### M3 wires, run 1

Cells faint in the background.
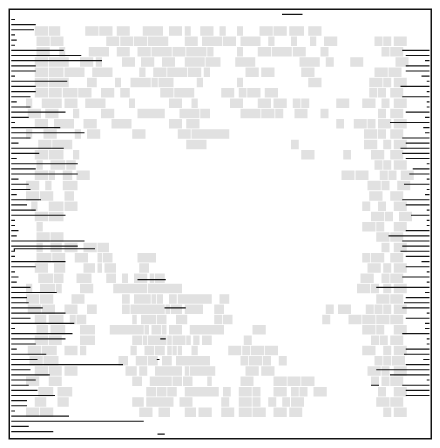
### The clock network, run 1

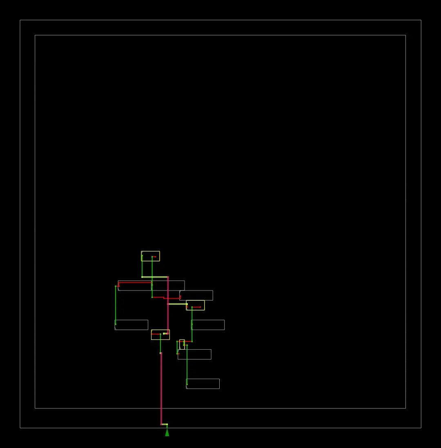
### Signal metal coverage by tile, run 1

Scale bar: 20 um. The die is cut into 22 by 23 equal tiles; white is low, dark blue is high, scaled to the fullest tile. Values are wire area over tile area, all layers added.
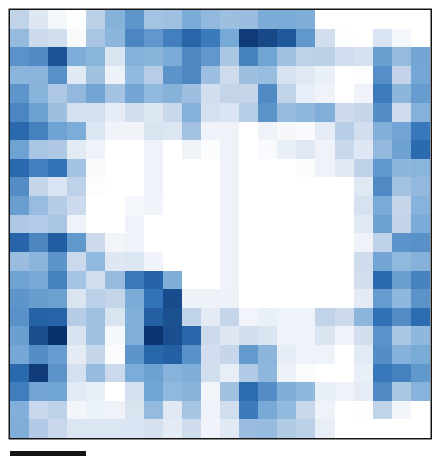
### A small window of the routed layout, run 1

Region (36, 36) to (76, 76) um. Cells in grey, sequential cells in the stronger grey; small squares are vias.
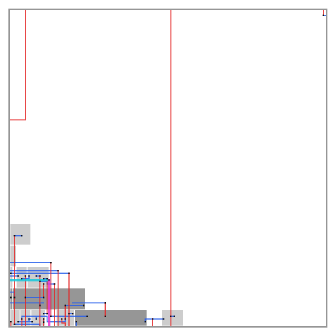
$ cat src/rtl/dmem_port_arbiter_pkg.sv
// Shared definitions for the D-MEM port arbiter.
// Holds the D-MEM geometry (data width, decoded byte-address bits, dropped byte-offset
// bits), the arbiter FSM state encoding, the read-owner encoding and the grant vector
// bit positions. Imported by the interface, the winner-select sub-module and the top.
package dmem_port_arbiter_pkg;

    localparam int unsigned DBITS        = 32;
    localparam int unsigned DMEMADDRBITS = 13;
    localparam int unsigned DMEMWORDBITS = 2;
    localparam int unsigned IDXBITS      = DMEMADDRBITS - DMEMWORDBITS;

    typedef enum logic [1:0] {
        ARB_IDLE  = 2'd0,
        ARB_P     = 2'd1,
        ARB_D     = 2'd2,
        ARB_DLOCK = 2'd3
    } arb_state_e;

    typedef enum logic {
        OWN_P = 1'b0,
        OWN_D = 1'b1
    } owner_e;

    // Bit positions inside the two-bit grant vector.
    localparam int unsigned GNT_P = 0;
    localparam int unsigned GNT_D = 1;

    // Width of a counter that must hold 0..limit inclusive.
    function automatic int unsigned cnt_bits(input int unsigned limit);
        return (limit < 1) ? 1 : $clog2(limit + 1);
    endfunction

endpackage

$ cat src/rtl/dmem_port_arbiter_if.sv
// Bus bundle between the two requesters, the arbiter and the D-MEM array.
//   p_*   : pipeline MEM-stage port (req/we/addr/wdata in, gnt/rvalid/rdata/stall out)
//   d_*   : debug/loader port (as P plus d_lock for bursts, no stall)
//   mem_* : D-MEM strobe, write enable, word index, write data and read data
// Modports: slave = arbiter side, master = requesters plus memory side.
interface dmem_port_arbiter_if;
    import dmem_port_arbiter_pkg::*;

    logic               p_req;
    logic               p_we;
    logic [DBITS-1:0]   p_addr;
    logic [DBITS-1:0]   p_wdata;
    logic               p_gnt;
    logic               p_rvalid;
    logic [DBITS-1:0]   p_rdata;
    logic               p_stall;

    logic               d_req;
    logic               d_we;
    logic [DBITS-1:0]   d_addr;
    logic [DBITS-1:0]   d_wdata;
    logic               d_lock;
    logic               d_gnt;
    logic               d_rvalid;
    logic [DBITS-1:0]   d_rdata;

    logic               mem_en;
    logic               mem_we;
    logic [IDXBITS-1:0] mem_idx;
    logic [DBITS-1:0]   mem_wdata;
    logic [DBITS-1:0]   mem_rdata;

    modport slave (
        input  p_req, p_we, p_addr, p_wdata,
        output p_gnt, p_rvalid, p_rdata, p_stall,
        input  d_req, d_we, d_addr, d_wdata, d_lock,
        output d_gnt, d_rvalid, d_rdata,
        output mem_en, mem_we, mem_idx, mem_wdata,
        input  mem_rdata
    );

    modport master (
        output p_req, p_we, p_addr, p_wdata,
        input  p_gnt, p_rvalid, p_rdata, p_stall,
        output d_req, d_we, d_addr, d_wdata, d_lock,
        input  d_gnt, d_rvalid, d_rdata,
        input  mem_en, mem_we, mem_idx, mem_wdata,
        output mem_rdata
    );

endinterface

$ cat src/rtl/dmem_arb_pick.sv
// Combinational winner selection for the D-MEM arbiter.
// Inputs: p_req, d_req, current FSM state and either the starvation counter (default)
// or the last-granted pointer (when DMEM_ARB_RR_EN is defined).
// Output: gnt[GNT_P]/gnt[GNT_D], at most one set.
// Configuration macro: DMEM_ARB_RR_EN selects round-robin instead of fixed priority
// with starvation escape. A locked D burst wins in both builds.
module dmem_arb_pick
    import dmem_port_arbiter_pkg::*;
#(
    parameter int unsigned STARVE_LIMIT = 4,
    parameter int unsigned CNT_BITS     = 3
) (
    input  logic                p_req,
    input  logic                d_req,
    input  arb_state_e          state,
`ifdef DMEM_ARB_RR_EN
    input  owner_e              rr_last,
`else
    input  logic [CNT_BITS-1:0] starve_cnt,
`endif
    output logic [1:0]          gnt
);

`ifndef DMEM_ARB_RR_EN
    localparam logic [CNT_BITS-1:0] Limit = CNT_BITS'(STARVE_LIMIT);
`endif

    logic d_wins_conflict;

`ifdef DMEM_ARB_RR_EN
    // The port granted most recently yields the next conflict.
    assign d_wins_conflict = (rr_last == OWN_P);
`else
    assign d_wins_conflict = (starve_cnt == Limit);
`endif

    always_comb begin
        gnt = 2'b00;
        if ((state == ARB_DLOCK) && d_req) begin
            gnt[GNT_D] = 1'b1;
        end else if (p_req && !(d_req && d_wins_conflict)) begin
            gnt[GNT_P] = 1'b1;
        end else if (d_req) begin
            gnt[GNT_D] = 1'b1;
        end
    end

endmodule

$ cat src/rtl/dmem_port_arbiter.sv
// Shares the single-port synchronous D-MEM between the pipeline MEM stage (P) and a
// debug/loader master (D).
// Ports: clk, reset (asynchronous, active-low), bus (dmem_port_arbiter_if.slave).
// Grants are combinational from the requests and registered state; read data returns
// one cycle after the grant and is routed by the registered owner.
// Configuration macro: DMEM_ARB_RR_EN (round-robin instead of fixed priority to P with
// a starvation counter guaranteeing D progress).
module dmem_port_arbiter
    import dmem_port_arbiter_pkg::*;
#(
    parameter int unsigned STARVE_LIMIT = 4
) (
    input  logic               clk,
    input  logic               reset,
    dmem_port_arbiter_if.slave bus
);

    localparam int unsigned CNT_BITS = cnt_bits(STARVE_LIMIT);

    arb_state_e state_q;
    owner_e     owner_q;
    logic       rd_pending_q;
    logic [1:0] win;
    logic       p_gnt;
    logic       d_gnt;

`ifdef DMEM_ARB_RR_EN
    owner_e rr_last_q;
`else
    localparam logic [CNT_BITS-1:0] Limit = CNT_BITS'(STARVE_LIMIT);
    logic [CNT_BITS-1:0] starve_cnt_q;
`endif

    dmem_arb_pick #(
        .STARVE_LIMIT (STARVE_LIMIT),
        .CNT_BITS     (CNT_BITS)
    ) u_pick (
        .p_req      (bus.p_req),
        .d_req      (bus.d_req),
        .state      (state_q),
`ifdef DMEM_ARB_RR_EN
        .rr_last    (rr_last_q),
`else
        .starve_cnt (starve_cnt_q),
`endif
        .gnt        (win)
    );

    // No grant while reset is held, so nothing reaches the array during reset.
    assign p_gnt = win[GNT_P] & reset;
    assign d_gnt = win[GNT_D] & reset;

    assign bus.p_gnt   = p_gnt;
    assign bus.d_gnt   = d_gnt;
    assign bus.p_stall = bus.p_req & ~p_gnt;

    assign bus.mem_en    = p_gnt | d_gnt;
    assign bus.mem_we    = (p_gnt & bus.p_we) | (d_gnt & bus.d_we);
    assign bus.mem_idx   = d_gnt ? bus.d_addr[DMEMADDRBITS-1:DMEMWORDBITS]
                                 : bus.p_addr[DMEMADDRBITS-1:DMEMWORDBITS];
    assign bus.mem_wdata = d_gnt ? bus.d_wdata : bus.p_wdata;

    assign bus.p_rvalid = rd_pending_q & (owner_q == OWN_P);
    assign bus.d_rvalid = rd_pending_q & (owner_q == OWN_D);
    assign bus.p_rdata  = bus.p_rvalid ? bus.mem_rdata : '0;
    assign bus.d_rdata  = bus.d_rvalid ? bus.mem_rdata : '0;

    // Address bits above the D-MEM range are intentionally ignored.
    logic unused_addr;
    assign unused_addr = ^{bus.p_addr[DBITS-1:DMEMADDRBITS], bus.p_addr[DMEMWORDBITS-1:0],
                           bus.d_addr[DBITS-1:DMEMADDRBITS], bus.d_addr[DMEMWORDBITS-1:0]};

    always_ff @(posedge clk or negedge reset) begin
        if (!reset) begin
            state_q      <= ARB_IDLE;
            owner_q      <= OWN_P;
            rd_pending_q <= 1'b0;
`ifdef DMEM_ARB_RR_EN
            rr_last_q    <= OWN_D;
`else
            starve_cnt_q <= '0;
`endif
        end else begin
            rd_pending_q <= (p_gnt & ~bus.p_we) | (d_gnt & ~bus.d_we);
            if (p_gnt || d_gnt) begin
                owner_q <= d_gnt ? OWN_D : OWN_P;
            end

            // A locked D grant enters DLOCK directly so the burst's next beat cannot
            // be taken by P.
            unique case (state_q)
                ARB_DLOCK: state_q <= (bus.d_req && bus.d_lock) ? ARB_DLOCK : ARB_IDLE;
                default: begin
                    if (d_gnt) begin
                        state_q <= bus.d_lock ? ARB_DLOCK : ARB_D;
                    end else if (p_gnt) begin
                        state_q <= ARB_P;
                    end else begin
                        state_q <= ARB_IDLE;
                    end
                end
            endcase

`ifdef DMEM_ARB_RR_EN
            if (p_gnt) begin
                rr_last_q <= OWN_P;
            end else if (d_gnt) begin
                rr_last_q <= OWN_D;
            end
`else
            if (bus.d_req && !d_gnt) begin
                if (starve_cnt_q != Limit) begin
                    starve_cnt_q <= starve_cnt_q + 1'b1;
                end
            end else begin
                starve_cnt_q <= '0;
            end
`endif
        end
    end

endmodule

$ cat src/flat_wrapper.sv
// flat-port wrapper written by rule: the top's interface ports become plain ports
module dmem_port_arbiter_flat import dmem_port_arbiter_pkg::*;
#(
    parameter int unsigned STARVE_LIMIT = 4
)
  (clk, reset, bus_p_req, bus_p_we, bus_p_addr, bus_p_wdata, bus_p_gnt, bus_p_rvalid, bus_p_rdata, bus_p_stall, bus_d_req, bus_d_we, bus_d_addr, bus_d_wdata, bus_d_lock, bus_d_gnt, bus_d_rvalid, bus_d_rdata, bus_mem_en, bus_mem_we, bus_mem_idx, bus_mem_wdata, bus_mem_rdata);
  dmem_port_arbiter_if bus_i ();
  input  logic clk;
  input  logic reset;
  input wire logic [$bits(bus_i.p_req)-1:0] bus_p_req;
  input wire logic [$bits(bus_i.p_we)-1:0] bus_p_we;
  input wire logic [$bits(bus_i.p_addr)-1:0] bus_p_addr;
  input wire logic [$bits(bus_i.p_wdata)-1:0] bus_p_wdata;
  output wire logic [$bits(bus_i.p_gnt)-1:0] bus_p_gnt;
  output wire logic [$bits(bus_i.p_rvalid)-1:0] bus_p_rvalid;
  output wire logic [$bits(bus_i.p_rdata)-1:0] bus_p_rdata;
  output wire logic [$bits(bus_i.p_stall)-1:0] bus_p_stall;
  input wire logic [$bits(bus_i.d_req)-1:0] bus_d_req;
  input wire logic [$bits(bus_i.d_we)-1:0] bus_d_we;
  input wire logic [$bits(bus_i.d_addr)-1:0] bus_d_addr;
  input wire logic [$bits(bus_i.d_wdata)-1:0] bus_d_wdata;
  input wire logic [$bits(bus_i.d_lock)-1:0] bus_d_lock;
  output wire logic [$bits(bus_i.d_gnt)-1:0] bus_d_gnt;
  output wire logic [$bits(bus_i.d_rvalid)-1:0] bus_d_rvalid;
  output wire logic [$bits(bus_i.d_rdata)-1:0] bus_d_rdata;
  output wire logic [$bits(bus_i.mem_en)-1:0] bus_mem_en;
  output wire logic [$bits(bus_i.mem_we)-1:0] bus_mem_we;
  output wire logic [$bits(bus_i.mem_idx)-1:0] bus_mem_idx;
  output wire logic [$bits(bus_i.mem_wdata)-1:0] bus_mem_wdata;
  input wire logic [$bits(bus_i.mem_rdata)-1:0] bus_mem_rdata;
  assign bus_i.p_req = bus_p_req;
  assign bus_i.p_we = bus_p_we;
  assign bus_i.p_addr = bus_p_addr;
  assign bus_i.p_wdata = bus_p_wdata;
  assign bus_p_gnt = bus_i.p_gnt;
  assign bus_p_rvalid = bus_i.p_rvalid;
  assign bus_p_rdata = bus_i.p_rdata;
  assign bus_p_stall = bus_i.p_stall;
  assign bus_i.d_req = bus_d_req;
  assign bus_i.d_we = bus_d_we;
  assign bus_i.d_addr = bus_d_addr;
  assign bus_i.d_wdata = bus_d_wdata;
  assign bus_i.d_lock = bus_d_lock;
  assign bus_d_gnt = bus_i.d_gnt;
  assign bus_d_rvalid = bus_i.d_rvalid;
  assign bus_d_rdata = bus_i.d_rdata;
  assign bus_mem_en = bus_i.mem_en;
  assign bus_mem_we = bus_i.mem_we;
  assign bus_mem_idx = bus_i.mem_idx;
  assign bus_mem_wdata = bus_i.mem_wdata;
  assign bus_i.mem_rdata = bus_mem_rdata;
  dmem_port_arbiter #(.STARVE_LIMIT(STARVE_LIMIT)) u_core (.clk(clk), .reset(reset), .bus(bus_i));
endmodule
$ cat config.mk
export PLATFORM = sky130hd
export DESIGN_NAME = dmem_port_arbiter_flat
export DESIGN_NICKNAME = d
export VERILOG_FILES = /design/src/rtl/dmem_port_arbiter_pkg.sv /design/src/rtl/dmem_port_arbiter_if.sv /design/src/rtl/dmem_arb_pick.sv /design/src/rtl/dmem_port_arbiter.sv /design/src/flat_wrapper.sv
export SDC_FILE = /design/constraint.sdc
export NUM_CORES = 1
export LEC_CHECK = 0
export CAP_MARGIN = 5
export CORE_AREA = 4 4 107 109
export DETAILED_ROUTE_END_ITERATION = 6
export DIE_AREA = 0 0 111 113
export GPL_TIMING_DRIVEN = 1
export SLEW_MARGIN = 25
export SYNTH_ARGS = -nofsm -noshare
export SYNTH_HDL_FRONTEND = slang
export SYNTH_SLANG_ARGS = --single-unit
$ cat constraint.sdc
create_clock -name clk -period 2.4 [get_ports clk]
set_input_delay 0.36 -clock clk [delete_from_list [all_inputs] [get_ports clk]]
set_output_delay 0.36 -clock clk [all_outputs]
set_load 0.02 [all_outputs]
==> results.cfg, run 1 <==
; synthesis and place-and-route metrics
[synthesis]
ys_warn_count = 0
top_logic_kind = multiplexers
syn_inst = 174
ys_area_um2 = 1530
postSynthAreaPerCell_um2 = 8.79
xor_area_frac = 0
mux_share = 0.387
synth-simple-area-share = 0.320
synthAoiAreaFrac = 0.0899
syn_area_um2 = 1530
ys_sh_adder = 0.0164
syn-num-nets = 343
top_area_frac = 0.255
synth_top_cell_by_area = mux2_4
area_leaders = mux2_4 26%, and2_1 14%, and3_1 13%
synth_seq_share = 0.114
numSynthFlops = 7
synthDistinctLibCells = 30

[routing]
wl_per_cell_um = 14.6
wl_met1_um = 3060
vias = 2330
drtPass1Iterations = 4
wirelength_um = 8330
drtAntennaViolNets = 0
wl_met2_um = 4270
viasPerCell = 4.07
highest_layer = met4
route.met3.wl_um = 965

[outcome]
outcome = finished clean

[clock_tree]
clkTransAtPathRegs_ns = 0.04
ctsHoldBuffers = 0
cts.path.max_buffers = 2
cts_tree = yes
cts_setup_buffers = 2
htreeDepth = 1
clockRootBuffer = clkbuf_8
cts_resized = 163

[final_timing]
worst_pin_slew_ns = 0.288
layout_min_cycle_time_ns = 2.36
fin_setup_tns_ns = 0
hold_ws_ns = 0.243
fin_ws_ns = 0.0443
period_used_share = 0.982
finalClockSkew_ns = 0.00121
slew_violations = 0
fmax_mhz = 425
hold_viol = 0
slew_headroom = 0.808
rsz0062_at_grt = true

[critical_path]
slowest_delay_ns = 0.39
rr_startpoint = u_core.starve_cnt_q[0]$_DFFE_PN0P_
crit_type = reg -> out
critPathMaxFanout = 9
cp-end-kind = output pin
crit_start = u_core.starve_cnt_q[0]$_DFFE_PN0P_
cp.required_ns = 2.04
cp.arrival_ns = 2.00
reg2regPathDepth = 8
cp_num_buf_inv = 4
worst_r2r_endpoint = u_core.rd_pending_q$_DFF_PN0_
reg2reg_slack_ns = 0.90
slowest_stage = dfrtp_1

[floorplanning]
fp_util = 0.144
io_pins = 281
chip_area_um2 = 12500
tap_cells = 140
design.core.area_um2 = 10600
row_count = 38
dieWidth_um = 111
chipHeight_um = 113

[placement]
io_buffers = 238
dp_hpwl_um = 7000
gp_congestion = 0.795
pre_cts_slack_ns = -0.329

[grt]
grt_busiest_layer = met2
grt_pass1_vias = 2475
antenna_found_initial = 1
grtUsageMet2 = 0.239
grt_start_max_net_pins = 35
grt_pass1_wl_um = 12400
met1_usage = 0.124
grt_overflow = 0
gr-usage-met3 = 0.0401

[final_layout]
largest-register = u_core.starve_cnt_q
seqCellArea_um2 = 175
area_growth_pct = 174
inv_count = 5
final_nets = 601
n_all_buffers = 269
logic_gate_count = 146
combGateArea_um2 = 1280
final_common_cell = clkdlybuf4s50_1
layout.cells.non_filler = 572
buffer_area_frac = 0.596
reg_top3 = u_core.starve_cnt_q (3), u_core.state_q (2)
sh_comb_area = 0.305
largest_class = non-clock buffers
seq_share = 0.0418
largest_reg_flops = 3
final_cell_mix = 188 x clkdlybuf4s50_1, 34 x and2_1, 33 x buf_2
diodes = 1
clk_share = 0.0107
fillers = 1079

[job]
max-cap-violations = 0
warnings = 71

[power]
power_mw = 1.05
ir_worst_vdd_mv = 0.147
power_density_nw_per_um2 = 251

[min_path]
hold_path.class = in -> async
-- 'M3 wires' (at the start) --
The layer carries 966 um of wire. The layer holds 12% of the routed length. The wires run mostly horizontal. The longest straight run is 34.7 um. 153 nets have wire on it.

-- 'The clock network' (at the start) --
sequential cells: 7
Clock Sinks: 7
P_clk: 0.171 mW
CLK BUF: 4
cts bufs inserted: 3

-- 'Signal metal coverage by tile' (at the start) --
The fullest tile reaches 0.38. 21% of the tiles are nearly empty. The emptiest ninth of the die: centre. 23% of the tiles are over half the peak. The mean over all tiles is 0.11.

-- 'A small window of the routed layout' (at the start) --
Cyan shows M3. Magenta shows M4. Blue shows M1. Red shows M2.
Most frequent: nand2_1 (2), dfrtp_1 (2). Sequential cells in the window: 2. 9 logic cells have their middle in the window. Netlist names of flops here include `u_core.rd_pending_q` (1), `u_core.starve_cnt_q` (1).

## run 1: report_power, final
part           internal, mW  switching, mW
Combinational         0.436          0.309
Sequential            0.128        0.00852
Clock                 0.115         0.0555
Total                 0.679          0.373
## run 1: per-stage QoR
stage / util / instance area (um^2)
after floorplan: - / 1530
after global placement: 0.398 / 4220
after detailed placement: 0.398 / 4220
after CTS: 0.401 / 4250
after global routing: 0.396 / 4200
final: 0.396 / 4200
## run 1: synthesized netlist by cell type (all sizes together)
library cell	number
nor2	2
a211oi	1
buf	6
o21a	1
and2b	1
and3	32
nor2b	1
a21oi	3
nand2	10
nand3	1
ha	2
inv	5
o21ai	3
o21bai	1
clkbuf	10
dfrtp	7
nand2b	1
and2	34
mux2i	1
a41o	1
a21boi	2
mux2	43
a22o	3
a221o	1
nand4	1
o32ai	1
--- run 2 (diff from run 1) ---
--- a/config.mk
+++ b/config.mk
@@ -6,9 +6,9 @@
 export NUM_CORES = 1
 export LEC_CHECK = 0
 export CAP_MARGIN = 5
-export CORE_AREA = 4 4 107 109
+export CORE_AREA = 4 4 108 110
 export DETAILED_ROUTE_END_ITERATION = 6
-export DIE_AREA = 0 0 111 113
+export DIE_AREA = 0 0 112 114
 export GPL_TIMING_DRIVEN = 1
 export SLEW_MARGIN = 25
 export SYNTH_ARGS = -nofsm -noshare
==> constraint.sdc (replaced) <==
create_clock -name clk -period 3 [get_ports clk]
set_input_delay 0.45 -clock clk [delete_from_list [all_inputs] [get_ports clk]]
set_output_delay 0.45 -clock clk [all_outputs]
set_load 0.02 [all_outputs]
==> results.cfg, run 2 <==
; synthesis and place-and-route metrics
[outcome]
outcome = finished clean

[critical_path]
cp.arrival_ns = 2.42
reg2regPathDepth = 7
cp.required_ns = 2.55
crit_start = u_core.starve_cnt_q[0]$_DFFE_PN0P_
crit_type = reg -> out
cp_num_buf_inv = 4
worst_r2r_endpoint = u_core.rd_pending_q$_DFF_PN0_
reg2reg_slack_ns = 1.42
cp-end-kind = output pin
rr_startpoint = u_core.starve_cnt_q[0]$_DFFE_PN0P_
slowest_stage = clkdlybuf4s50_1

[final_timing]
fmax_mhz = 349
hold_viol = 0
period_used_share = 0.956
slew_violations = 0
worst_pin_slew_ns = 0.295
finalClockSkew_ns = 0.00193
fin_ws_ns = 0.133
hold_ws_ns = 0.575
slew_headroom = 0.803
fin_setup_tns_ns = 0

[grt]
antenna_found_initial = 0
grt_pass1_wl_um = 11300
grt_overflow = 0
met1_usage = 0.104
grtUsageMet2 = 0.217
grt_pass1_vias = 2340

[final_layout]
area_growth_pct = 177
reg_top3 = u_core.starve_cnt_q (3), u_core.state_q (2)
final_common_cell = clkdlybuf4s50_1
layout.cells.non_filler = 555
final_nets = 585
seqCellArea_um2 = 175
combGateArea_um2 = 1250
diodes = 0

[clock_tree]
clock-sinks = 7
ctsHoldBuffers = 0
cts_tree = yes
numCtsBuffers = 3
clkTransAtPathRegs_ns = 0.04

[synthesis]
synth_top_cell_by_area = mux2_4
synth_seq_share = 0.114
syn_area_um2 = 1530
yosysMostFrequentCell = and2_1
common_cells = 34 x and2_1, 32 x and3_1, 26 x mux2_4
numSynthFlops = 7
postSynthAreaPerCell_um2 = 8.79
ys_warn_count = 0
top_area_frac = 0.255
syn_inst = 174
ys_area_um2 = 1530
synth-edff-count = 0
synthArstFlopShare = 1.00
syn-num-nets = 343

[power]
p_comb_mw = 0.602
power_density_nw_per_um2 = 199
pg_seq_mw = 0.110
power_mw = 0.846
power-top-group = combinational cells
clkPwrFrac = 0.158
p_sw_mw = 0.289
ir_worst_vdd_mv = 0.210
swShare = 0.341
combPwrFrac = 0.711
seq_power_share = 0.131

[floorplanning]
chip_area_um2 = 12800
dieWidth_um = 112
fp_util = 0.143
chipHeight_um = 114
row_count = 38
io_pins = 281

[min_path]
hold_path.class = in -> async

[placement]
gp_congestion = 0.844
io_buffers = 238
dp_hpwl_um = 7030
pre_cts_slack_ns = 0.0637

[routing]
wl_per_cell_um = 14.7
wl_met1_um = 2880
route.met3.wl_um = 1020
drtPass1Iterations = 4
highest_layer = met4
drtAntennaViolNets = 0
wl_met2_um = 4130
viasPerCell = 4.13
wirelength_um = 8140

[job]
max-cap-violations = 0
warnings = 69
-- run 2: cell counts after synthesis --
Identical to the previous run, type by type.
-- run 2: logic make-up (layout without fill, tap and decap cells) --
group | Yosys count | in the layout | share of synthesized area
compound gates | 17 | 17 | 0.0900
flops | 7 | 7 | 0.114
buf+inv | 21 | 262 | 0.0728
fa+ha+maj | 2 | 2 | 0.0164
simple gates | 83 | 83 | 0.320
mux | 44 | 44 | 0.387
-- run 2: cell type report --
class | count | area share
inverters | 5 | 0.00442
repair buffers | 253 | 0.607
flip-flops and latches | 7 | 0.0413
multi-input cells | 146 | 0.296
clock buffers | 4 | 0.0106
well taps | 140 | 0.0413
-- run 2: repair_timing --
item / in CTS / in global routing
gates resized: 1 / 14
pin swaps: 1 / 1
setup endpoints to repair: 31 / 43
buffers inserted: 0 / 2
gates cloned: 0 / 1
### M3 wires, run 2

Cells faint in the background.
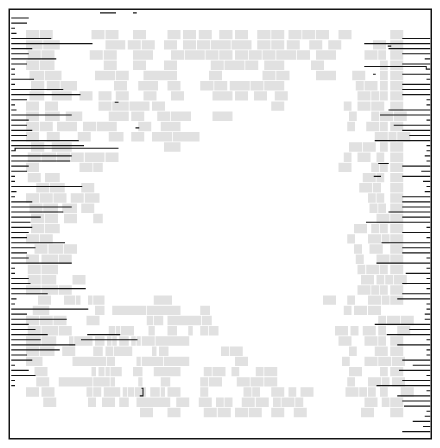
The layer carries 1020 um of wire. 157 nets have wire on it. The layer holds 13% of the routed length. The longest straight run is 27.4 um. The wires run mostly horizontal.

### Signal metal coverage by tile, run 2

Scale bar: 20 um. The die is cut into 22 by 23 equal tiles; white is low, dark blue is high, scaled to the fullest tile. Values are wire area over tile area, all layers added.
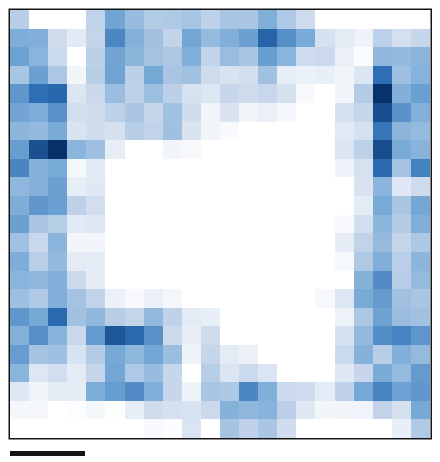
31% of the tiles are nearly empty. The fullest tile reaches 0.47. The densest ninth of the die: upper left. The mean over all tiles is 0.11. The emptiest ninth of the die: centre.

Power is estimated from default activity; no workload was simulated.
